`src/rtl/moldudp64_pkg.sv`:
```
// Shared widths and packet classes for the MoldUDP64 miss-detection path.
// The top module imports this for its parameter defaults and decode enum.
package moldudp64_pkg;

   localparam int SEQ_NUM_W_DEF = 64;
   localparam int SID_W_DEF     = 80;
   localparam int ML_W_DEF      = 16;

   typedef enum logic [2:0] {
      PKT_DROP,
      PKT_SEQ,
      PKT_EOS,
      PKT_SID_GAP,
      PKT_RESYNC
   } pkt_cls_e;

endpackage

```
`src/rtl/miss_msg_det.sv`:
```
// Tracks the expected MoldUDP64 session/sequence and reports gaps.
// One registered report per header, no stall between headers.
module miss_msg_det
   import moldudp64_pkg::*;
#(
   parameter int SEQ_NUM_W = SEQ_NUM_W_DEF,
   parameter int SID_W     = SID_W_DEF,
   parameter int ML_W      = ML_W_DEF,
   parameter logic [SID_W-1:0] SID_GAP_MAX =
      SID_W'(64'h8000_0000_0000_0000)
)(
   input  logic                 clk,
   input  logic                 reset,
   input  logic                 v_i,
   input  logic [SID_W-1:0]     sid_i,
   input  logic [SEQ_NUM_W-1:0] seq_num_i,
   input  logic [ML_W-1:0]      msg_cnt_i,
   input  logic                 eos_i,
   output logic                 miss_seq_num_v_o,
   output logic [SID_W-1:0]     miss_seq_num_sid_o,
   output logic [SEQ_NUM_W-1:0] miss_seq_num_start_o,
   output logic [SEQ_NUM_W-1:0] miss_seq_num_cnt_o,
   output logic                 miss_sid_v_o,
   output logic [SID_W-1:0]     miss_sid_start_o,
   output logic [SEQ_NUM_W-1:0] miss_sid_seq_num_start_o,
   output logic [SID_W-1:0]     miss_sid_cnt_o,
   output logic [SEQ_NUM_W-1:0] miss_sid_seq_num_end_o
);

   logic [SID_W-1:0]     sid_q;
   logic [SEQ_NUM_W-1:0] seq_q;

   logic                 sid_eq;
   logic                 sid_gt;
   logic                 sid_far;
   logic                 seq_gt;
   logic                 seq_lt;
   logic [SID_W-1:0]     sid_diff;
   logic [SEQ_NUM_W-1:0] seq_diff;
   logic [SEQ_NUM_W-1:0] nxt_seq;
   pkt_cls_e             cls;

   assign sid_eq   = (sid_i == sid_q);
   assign sid_gt   = (sid_i > sid_q);
   assign sid_diff = sid_i - sid_q;
   assign sid_far  = (sid_diff > SID_GAP_MAX);
   assign seq_gt   = (seq_num_i > seq_q);
   assign seq_lt   = (seq_num_i < seq_q);
   assign seq_diff = seq_num_i - seq_q;
   assign nxt_seq  = seq_num_i + SEQ_NUM_W'(msg_cnt_i)
                   + SEQ_NUM_W'(1);

   // Conditions are mutually exclusive; anything else is dropped.
   always_comb begin
      cls = PKT_DROP;
      if (v_i) begin
         unique case (1'b1)
            sid_eq && eos_i:            cls = PKT_EOS;
            sid_eq && !eos_i && !seq_lt: cls = PKT_SEQ;
            sid_gt && !sid_far:         cls = PKT_SID_GAP;
            sid_gt && sid_far:          cls = PKT_RESYNC;
            default:                    cls = PKT_DROP;
         endcase
      end
   end

   always_ff @(posedge clk or posedge reset) begin
      if (reset) begin
         sid_q                    <= '0;
         seq_q                    <= '0;
         miss_seq_num_v_o         <= 1'b0;
         miss_seq_num_sid_o       <= '0;
         miss_seq_num_start_o     <= '0;
         miss_seq_num_cnt_o       <= '0;
         miss_sid_v_o             <= 1'b0;
         miss_sid_start_o         <= '0;
         miss_sid_seq_num_start_o <= '0;
         miss_sid_cnt_o           <= '0;
         miss_sid_seq_num_end_o   <= '0;
      end else begin
         miss_seq_num_v_o <= 1'b0;
         miss_sid_v_o     <= 1'b0;
         unique case (cls)
            PKT_SEQ, PKT_EOS: begin
               if (seq_gt) begin
                  miss_seq_num_v_o     <= 1'b1;
                  miss_seq_num_sid_o   <= sid_q;
                  miss_seq_num_start_o <= seq_q;
                  miss_seq_num_cnt_o   <= seq_diff;
               end
               if (cls == PKT_EOS) begin
                  sid_q <= sid_q + SID_W'(1);
                  seq_q <= '0;
               end else begin
                  seq_q <= nxt_seq;
               end
            end
            PKT_SID_GAP: begin
               miss_sid_v_o             <= 1'b1;
               miss_sid_start_o         <= sid_q;
               miss_sid_seq_num_start_o <= seq_q;
               miss_sid_cnt_o           <= sid_diff;
               miss_sid_seq_num_end_o   <= seq_num_i;
               sid_q                    <= sid_i;
               seq_q                    <= nxt_seq;
            end
            PKT_RESYNC: begin
               sid_q <= sid_i;
               seq_q <= nxt_seq;
            end
            default: ;
         endcase
      end
   end

endmodule

```
`config.mk`:
```
export PLATFORM = sky130hd
export DESIGN_NAME = miss_msg_det
export DESIGN_NICKNAME = d
export VERILOG_FILES = /design/src/rtl/moldudp64_pkg.sv /design/src/rtl/miss_msg_det.sv
export SDC_FILE = /design/constraint.sdc
export NUM_CORES = 2
export LEC_CHECK = 0
export CORE_UTILIZATION = 32
export CTS_CLUSTER_DIAMETER = 120
export DETAILED_ROUTE_END_ITERATION = 10
export SYNTH_ARGS = -nofsm -noshare
export SYNTH_HDL_FRONTEND = slang
export SYNTH_SLANG_ARGS = --single-unit
```
`constraint.sdc`:
```
create_clock -name clk -period 57.8 [get_ports clk]
set_input_delay 11.56 -clock clk [delete_from_list [all_inputs] [get_ports clk]]
set_output_delay 11.56 -clock clk [all_outputs]
set_load 0.05 [all_outputs]
```
==> run notes <==
Implementation numbers.

- The run finished with clean final reports.
- Across all setup checks in the final design, the least slack found is around 39 ns.
- The pin count of the biggest net entering global routing is 157.
- In this run the critical path is formed by clkdlybuf4s50_1 > inv_1 > ha_1 > fa_1 > nor2b_1 > o2111ai_1 > a211o_1 > and3_1 > xnor2_1 > or4_1 > a2111oi_0 > nand4_1 > nor4_1 > nand4_1 > a2111oi_2 > nand2_4 > buf_4 > buf_4 > mux2_1.
- The proportion of cell area occupied by multi-input gates is between 40% and 50%.
- In the power breakdown, the internal column shows around 1.1 mW.
- The signed area change from the synthesized netlist to the final layout is 28.52%.
- OpenSTA, run right after detailed placement, puts the worst setup slack at about 39 ns.
- The switching power of the nets is about 0.81 mW.
- CTS reports a maximum clock tree buffer depth of 3.
- The number of clock buffers in the layout is between 100 and 150.
- The count of flip-flops and latches is 642.
- The routed design uses ~9.9 mm of met3 wire.
- The class of the most critical setup path is input port to register.
- The transition time recorded at the tightest slew-check pin is between 1 and 1.5 ns.
- The maximum single-stage delay on the critical path is ~0.80 ns.
- Among cell families on the critical path, the largest total delay comes from simple AND/OR/NAND/NOR gates.
- According to the timing report, the critical path is launched from sid_i[0].
- TritonRoute reported its final design rule violation total as 0.
- The final layout report lists a non-clock buffer count of ~690.
- The detailed-placement wirelength estimate is 100.5 mm.
- The area enclosed by the die boundary is between 0.1 and 0.15 mm2.
- The peak-usage layer in the global routing report is met2.
- Of all flip-flops after synthesis, the portion carrying an async set or reset was 100.0%.
- The final weighted congestion recorded by global placement is 0.9354.
- The sequential standard cell area is 0.01607 mm2.
- The cell area that synthesis handed to floorplanning was approximately 0.037 mm2.
- The number of buffers inserted during clock tree synthesis is 79.
- Global routing used roughly 5.4% of the available met3 tracks.
- The initial antenna violation count is 19.
- After synthesis, flip-flops and latches occupy a little over two fifths of the total area.
- The endpoint of the worst hold path is miss_sid_cnt_o[67].
- The clock insertion delay at the later pin of the skew report is about 0.67 ns.
- The total number of placement rows is around 120.
- The maximum achievable frequency is around 54 MHz.
- The root buffer cell is clkbuf_16.
- The worst path arrival time is roughly 19 ns.
- The worst hold margin is slightly below 0.5 ns.
- The total global routing track utilization is between 20% and 30%.
## kinds of logic (layout without fill, tap and decap cells)
family | Yosys count | count (layout) | share of synthesized area [%]
xor+xnor | 242 | 242 | 5.740
compound gates | 804 | 804 | 13.97
fa+ha+maj | 164 | 164 | 5.618
buf+inv | 391 | 1046 | 4.612
simple gates | 893 | 893 | 11.81
mux | 486 | 486 | 14.74
flops | 642 | 642 | 43.51
other cells | 0 | 3 | 0
## per-stage QoR
step	power, mW	std cells	cell area, um2	util (%)
final	1.909	5792	47460	41.50
after global routing	2.027	5789	47450	41.50
after CTS	1.917	5789	47450	41.50
after detailed placement	1.404	5649	44830	39.21
after global placement	1.401	5649	44830	39.21
after floorplan	1.139	3622	36930	-
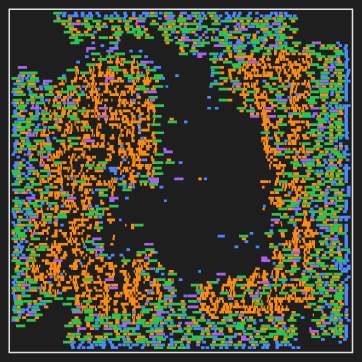
*Placement by cell class*
Drawn at 1 px/um.
[purple] clock drivers and dummy loads | cells: 140 | share of their area: 5.7%
[green] flops | cells: 642 | share of their area: 35%
[blue] other buffers and delay cells | cells: 686 | share of their area: 15%
[orange] all other logic | cells: 2809 | share of their area: 44%

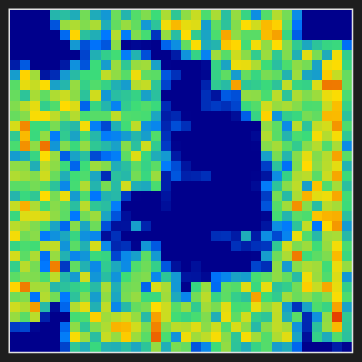
*Placement density heat map*
Drawn at 1 px/um. 34 x 34 tiles, from dark blue (low) to red (high), 0 to 100% covered.
emptiest ninth of the die: center
mean over tiles: 39%
tiles over 75% full: 4.9%
fullest tile: 93%
nearly empty tiles: 20%

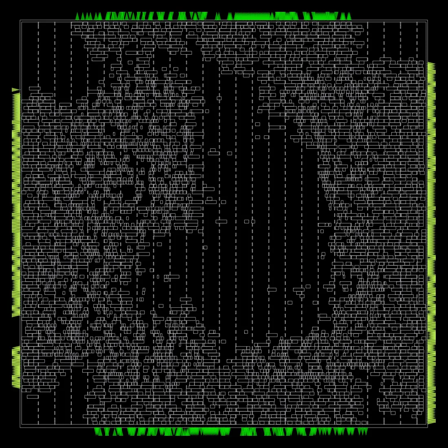
*Placed standard cells*
Core Region: 0.1143 mm2
Seq area share: 33.85%
utilization of the core after routing: 41.50%

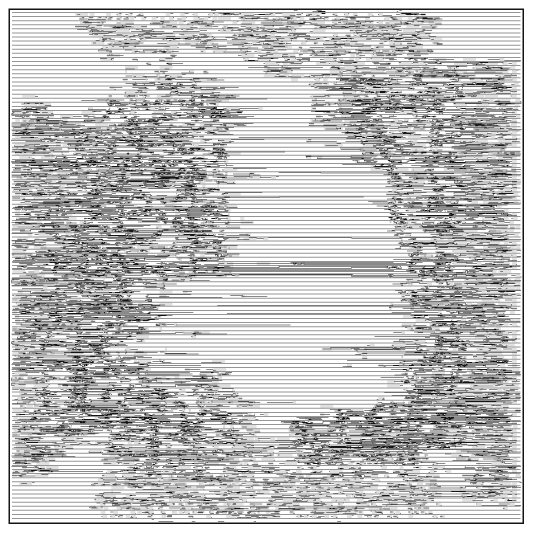
*Met1 routing*
Drawn at 1.5 px/um. Supply wires on this layer in gray.
longest straight run: 128 um
wire length on this layer: 53.5 mm
main direction: horizontal
share of all routed wire: 41%

No activity file was given, so power comes from the tool's default toggle rates.
